--- config.mk ---
export PLATFORM = sky130hd
export DESIGN_NAME = div_seq
export DESIGN_NICKNAME = d
export VERILOG_FILES = /design/src/rtl/div_seq_pkg.sv /design/src/rtl/div_seq_step.sv /design/src/rtl/div_seq.sv
export SDC_FILE = /design/constraint.sdc
export NUM_CORES = 1
export LEC_CHECK = 0
export ABC_AREA = 1
export CORE_UTILIZATION = 31
export DETAILED_ROUTE_END_ITERATION = 10
export PLACE_DENSITY = 0.49
export SYNTH_ARGS = -nofsm -noshare
export SYNTH_HDL_FRONTEND = slang
export SYNTH_SLANG_ARGS = --single-unit
--- constraint.sdc ---
create_clock -name clk -period 3.3 [get_ports clk]
set_input_delay 0.33 -clock clk [delete_from_list [all_inputs] [get_ports clk]]
set_output_delay 0.33 -clock clk [all_outputs]
set_load 0.03 [all_outputs]
--- src/rtl/div_seq_pkg.sv ---
// Shared state encoding and handshake levels for the sequential divider.
// Used by div_seq, which optionally supports abort when DIV_ANNUL_EN is defined.
package div_seq_pkg;

    typedef enum logic [1:0] {
        DIV_FREE    = 2'b00,
        DIV_BY_ZERO = 2'b01,
        DIV_ON      = 2'b10,
        DIV_END     = 2'b11
    } div_state_e;

    localparam logic DIV_START            = 1'b1;
    localparam logic DIV_RESULT_READY     = 1'b1;
    localparam logic DIV_RESULT_NOT_READY = 1'b0;

endpackage

--- src/rtl/div_seq_step.sv ---
// One restoring-division step: shift in a dividend bit, trial-subtract the divisor.
// The wide difference exposes the borrow directly; no borrow means quotient bit 1.
module div_seq_step #(
    parameter int DATA_W = 32
) (
    input  logic [DATA_W:0]   rem_in,
    input  logic              dvd_bit,
    input  logic [DATA_W-1:0] divisor,
    output logic [DATA_W:0]   rem_out,
    output logic              q_bit
);

    logic [DATA_W+1:0] shifted;
    logic [DATA_W+1:0] diff;

    assign shifted = {rem_in, dvd_bit};
    assign diff    = shifted - {2'b00, divisor};
    assign q_bit   = ~diff[DATA_W+1];
    assign rem_out = q_bit ? diff[DATA_W:0] : shifted[DATA_W:0];

endmodule

--- src/rtl/div_seq.sv ---
// Multi-cycle restoring divider for DIV/DIVU: returns {remainder, quotient} with ready_o.
// Define DIV_ANNUL_EN to add the annul_i abort input.
module div_seq
    import div_seq_pkg::*;
#(
    parameter int DATA_W = 32
) (
    input  logic                  clk,
    input  logic                  rst,
    input  logic                  signed_div_i,
    input  logic [DATA_W-1:0]     opdata1_i,
    input  logic [DATA_W-1:0]     opdata2_i,
    input  logic                  start_i,
`ifdef DIV_ANNUL_EN
    input  logic                  annul_i,
`endif
    output logic [2*DATA_W-1:0]   result_o,
    output logic                  ready_o
);

    localparam int CNT_W = $clog2(DATA_W) + 1;
    localparam logic [CNT_W-1:0] CNT_LAST = CNT_W'(DATA_W);

    div_state_e          state, state_next;
    logic [CNT_W-1:0]    cnt;
    logic [DATA_W-1:0]   dvd;
    logic [DATA_W-1:0]   dvs;
    logic [DATA_W:0]     rem;
    logic [DATA_W:0]     rem_step;
    logic                q_bit;
    logic                neg_q;
    logic                neg_r;
    logic                annul;

`ifdef DIV_ANNUL_EN
    assign annul = annul_i;
`else
    assign annul = 1'b0;
`endif

    function automatic logic [DATA_W-1:0] neg_if(input logic neg, input logic [DATA_W-1:0] v);
        return neg ? (~v + {{(DATA_W-1){1'b0}}, 1'b1}) : v;
    endfunction

    div_seq_step #(.DATA_W(DATA_W)) u_step (
        .rem_in  (rem),
        .dvd_bit (dvd[DATA_W-1]),
        .divisor (dvs),
        .rem_out (rem_step),
        .q_bit   (q_bit)
    );

    always_comb begin
        state_next = state;
        case (state)
            DIV_FREE: begin
                if (start_i == DIV_START && !annul)
                    state_next = (opdata2_i == '0) ? DIV_BY_ZERO : DIV_ON;
            end
            DIV_BY_ZERO: state_next = annul ? DIV_FREE : DIV_END;
            DIV_ON: begin
                if (annul)
                    state_next = DIV_FREE;
                else if (cnt == CNT_LAST)
                    state_next = DIV_END;
            end
            DIV_END: begin
                if (start_i != DIV_START)
                    state_next = DIV_FREE;
            end
            default: state_next = DIV_FREE;
        endcase
    end

    // Control: state, step counter and registered outputs
    always_ff @(posedge clk) begin
        if (rst) begin
            state    <= DIV_FREE;
            cnt      <= '0;
            ready_o  <= DIV_RESULT_NOT_READY;
            result_o <= '0;
        end else begin
            state   <= state_next;
            ready_o <= (state_next == DIV_END) ? DIV_RESULT_READY : DIV_RESULT_NOT_READY;
            if (state == DIV_FREE)
                cnt <= '0;
            else if (state == DIV_ON && cnt != CNT_LAST)
                cnt <= cnt + CNT_W'(1);
            if (state == DIV_ON && state_next == DIV_END)
                result_o <= {neg_if(neg_r, rem[DATA_W-1:0]), neg_if(neg_q, dvd)};
            else if (state_next != DIV_END)
                result_o <= '0;
        end
    end

    // Datapath: operand magnitudes latch while idle; dvd shifts quotient bits in from the LSB
    always_ff @(posedge clk) begin
        if (state == DIV_FREE) begin
            dvd   <= neg_if(signed_div_i & opdata1_i[DATA_W-1], opdata1_i);
            dvs   <= neg_if(signed_div_i & opdata2_i[DATA_W-1], opdata2_i);
            neg_q <= signed_div_i & (opdata1_i[DATA_W-1] ^ opdata2_i[DATA_W-1]);
            neg_r <= signed_div_i & opdata1_i[DATA_W-1];
            rem   <= '0;
        end else if (state == DIV_ON && cnt != CNT_LAST) begin
            rem <= rem_step;
            dvd <= {dvd[DATA_W-2:0], q_bit};
        end
    end

endmodule

==> images/cell_density.png <==
Scale: 2 px per µm. 20 x 20 tiles, from white (low) to dark blue (high), 0 to 100% covered.
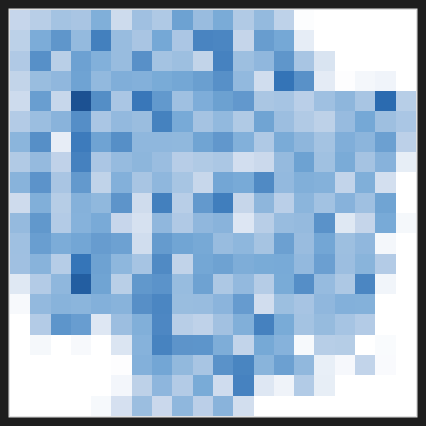
tiles over 75% full = 0.70%
mean over tiles = 35%
fullest tile = 87%
nearly empty tiles = 15%

==> images/wires.png <==
Scale: 2 px per µm.
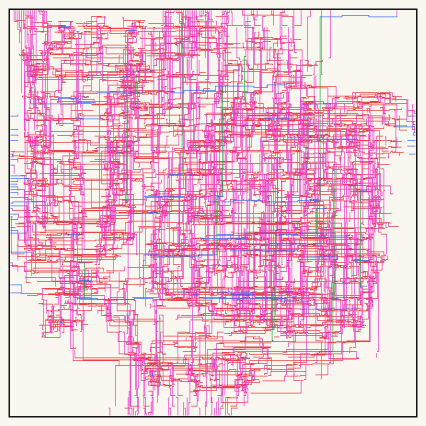
red -> metal 1  # wire length 18500 µm
blue -> metal 3  # wire length 1210 µm
magenta -> metal 2  # wire length 20.3 mm
green -> metal 4  # wire length 789 µm

==> images/layer_met4.png <==
Scale: 3 px per µm. Supply wires on this layer in gray.
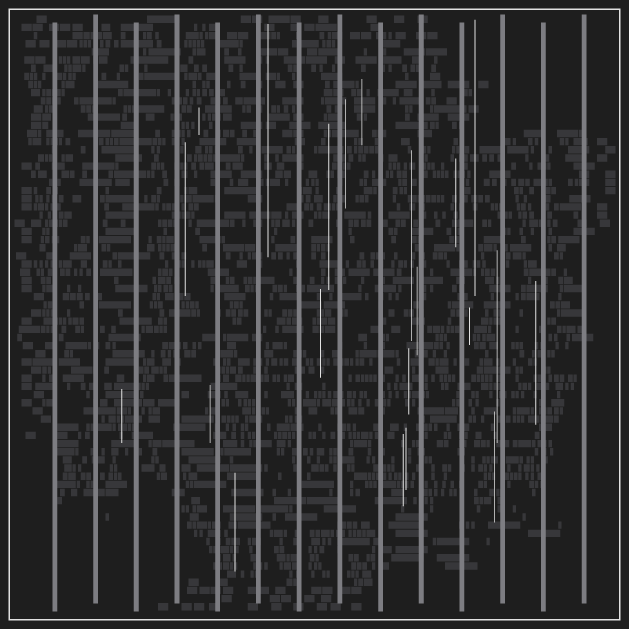
main direction = vertical
share of all routed wire = 1.9%
wire length on this layer = 789 µm
longest straight run = 91.8 µm

[area by class of cell]
class	count	area [µm²]	share of cell area, %
multi-input combinational	1404	7080	47.3
tap	525	657	4.39
inverter	288	1080	7.23
clock inverter	11	81.3	0.544
sequential	172	4100	27.4
clock buffer	21	492	3.29
timing repair buffer	150	1460	9.79
[layer usage]
| layer | track usage [%] | vias up | wire [µm] |
|---|---|---|---|
| met3 | 2.99 | 44 | 1210 |
| li1 | - | 6387 | - |
| met4 | 5.29 | 0 | 788 |
| met1 | 25.6 | 5652 | 18500 |
| met5 | 0 | - | 0 |
| met2 | 36.2 | 219 | 20300 |
[sequential cells by signal (all words and copies together), names as in the netlist]
register,count
state,2
dvs,32
neg_r,1
neg_q,1
cnt,6
result_o,64
ready_o,1
rem,33
dvd,32
[cells in the final DEF (no fill, tap or decap), drive strengths merged, types with 25 or more instances in the layout]
cell type	Yosys	layout
inv	284	287
dfxtp	106	106
a21oi	141	141
nand3	198	198
clkdlybuf4s50	0	131
nor2	169	169
o21ai	76	76
ha	38	38
xnor2	25	25
nand2	563	563
nor3	42	42
xor2	68	68
edfxtp	66	66
[logic make-up (layout without fill, tap and decap cells)]
logic type                 after synthesis  after routing  share of synthesized area, %
adders and majority gates               39             39                          3.96
xor gates and xnor gates                93             93                          6.50
AOI/OAI and AO/OA                      247            247                          10.9
and+or+nand+nor                       1025           1025                          35.1
buffers and inverters                  348            470                          10.8
DFF                                    172            172                          32.8
[path summary, 6_finish.rpt]
check | startpoint | slack [ns] | depth (start not counted) | to
hold / removal | rst | 0.31 | 2 | result_o[35]$_SDFFE_PP0P_
hold reg to reg | result_o[60]$_SDFFE_PP0P_ | 0.46 | 2 | result_o[60]$_SDFFE_PP0P_
setup / recovery | rem[25]$_SDFFE_PP0P_ | 0.65 | 11 | rem[32]$_SDFFE_PP0P_
setup reg to reg | rem[25]$_SDFFE_PP0P_ | 0.65 | 11 | rem[32]$_SDFFE_PP0P_
[power by group through the flow]
stage | clock, mW | sequential, mW | combinational, mW
floorplan | 0 | 2.43 | 0.615
global placement | 0 | 2.46 | 0.933
detailed placement | 0 | 2.46 | 0.936
CTS | 2.06 | 2.41 | 0.940
global route | 2.14 | 2.43 | 1.05
finish | 2.01 | 2.41 | 0.930
[stage by stage]
stage,instances,utilization [%],setup WS [ns],power [mW]
after global placement,2539,36.1,0.491,3.39
after global routing,2571,37.6,0.365,5.62
after floorplan,1924,-,0.760,3.04
after detailed placement,2539,36.1,0.480,3.40
after CTS,2571,37.6,0.635,5.42
final,2571,37.6,0.648,5.36
[critical path: stages (launching register included)]
cell,delay (ns)
sky130_fd_sc_hd__dfxtp_1,0.49
sky130_fd_sc_hd__ha_1,0.35
sky130_fd_sc_hd__a21oi_1,0.24
sky130_fd_sc_hd__nor2_1,0.08
sky130_fd_sc_hd__o21ai_1,0.12
sky130_fd_sc_hd__nand2_1,0.10
sky130_fd_sc_hd__a21oi_2,0.26
sky130_fd_sc_hd__nand3_2,0.13
sky130_fd_sc_hd__nand2_2,0.45
sky130_fd_sc_hd__nand2_1,0.10
sky130_fd_sc_hd__nand3_1,0.11
sky130_fd_sc_hd__a21oi_1,0.07
==> run summary <==
flow finished, numbers: outcome=finished, final reports clean, final hold violation count=0, setup repair after global routing missed its margin=no, worst endpoint data arrival time=2.97 ns, Clock Sink Count=between 150 and 200, net total in the final layout=2140, register area share after synthesis=between 30% and 40%, # IOs=133, fraction of power consumed by sequential logic=between 40% and 50%, DRC violations left=0, final global-route overflow total=0, combinational cell fraction of total power=17.4%, post-synthesis cell count from yosys=1924, Internal Pwr Total=3.73 mW, number of warnings in the stage logs=27, clock-pin slew on the worst setup and hold paths=approximately 0.080 ns, switching part of the total power=30.3%, FILL cells=4415, max-cap check violation count=0, mapped cell area=~13000 µm², initial detailed-routing violation count=734, Netlist cell types=42, most popular library cell in the synthesized design by count=sky130_fd_sc_hd__nand2_1, synthesis-stage register bit count=172, Routed WL per cell=between 15 and 20 µm, worst skew pair latency=around 0.46 ns, net switching power figure=around 1.6 mW, VDD IR-drop max=0.326 mV, Die Outline Area=41200 µm², post-synthesis async set-or-reset flop share=0%, portion of the clock cycle consumed by the worst path in the final layout=80.4%, EDFF count, synth=66, first-pass detailed-route iteration total=6, top cells, area=sky130_fd_sc_hd__dfxtp_1 17%, sky130_fd_sc_hd__nand2_1 17%, sky130_fd_sc_hd__edfxtp_1 16%, starting density of the core=31.5%, Placement Rows=73, Clock power frac=37.6%, final period demand of the worst path=2.65 ns, max-slew headroom at the worst pin=51.2%, count of hold-fix buffers inserted at cts=0, Worst Hold Margin=0.314 ns, total number of vias=about 12000, post-place instance area=14400 µm², number of antenna violations at the first check in global routing=0, warnings from Yosys=0, Root Buffer=sky130_fd_sc_hd__clkbuf_16, CP startpoint kind=flip-flop, clock buffers created by TritonCTS=17, diodes inserted=0, kind of end point of the critical path=flip-flop, final sum of negative setup slack=0 ns, number of nets at floorplan=around 2000, worst min-delay path category=in -> reg, cts repair resizes=0, Worst Skew=0.0137 ns, vias per cell=between 4 and 5, area of the core=approximately 40000 µm², synthesized netlist cell count=1924, slew at the pin closest to its max-slew limit=between 0.7 and 0.8 ns, largest net degree at the start of global routing=92, synthesized area per cell=6.51 µm², number of input and output port buffers inserted=roughly 130, maximum clock frequency=0.377 GHz, setup-violating endpoint count in the final report=0, max-slew violation count=0, chip width=203 µm, total power per unit cell area=358 nW/µm², most instantiated cells after synthesis=552 x sky130_fd_sc_hd__nand2_1, 269 x sky130_fd_sc_hd__inv_1, 195 x sky130_fd_sc_hd__nand3_1, total global routing track utilization=20.4%, Max H-tree Level=4, most common flop cell mapped by yosys=sky130_fd_sc_hd__dfxtp_1, gp weighted congestion=0.908, area share of the largest cell type after synthesis=roughly 17%
Power figures rest on the tool's default switching activity, not on a simulated workload.
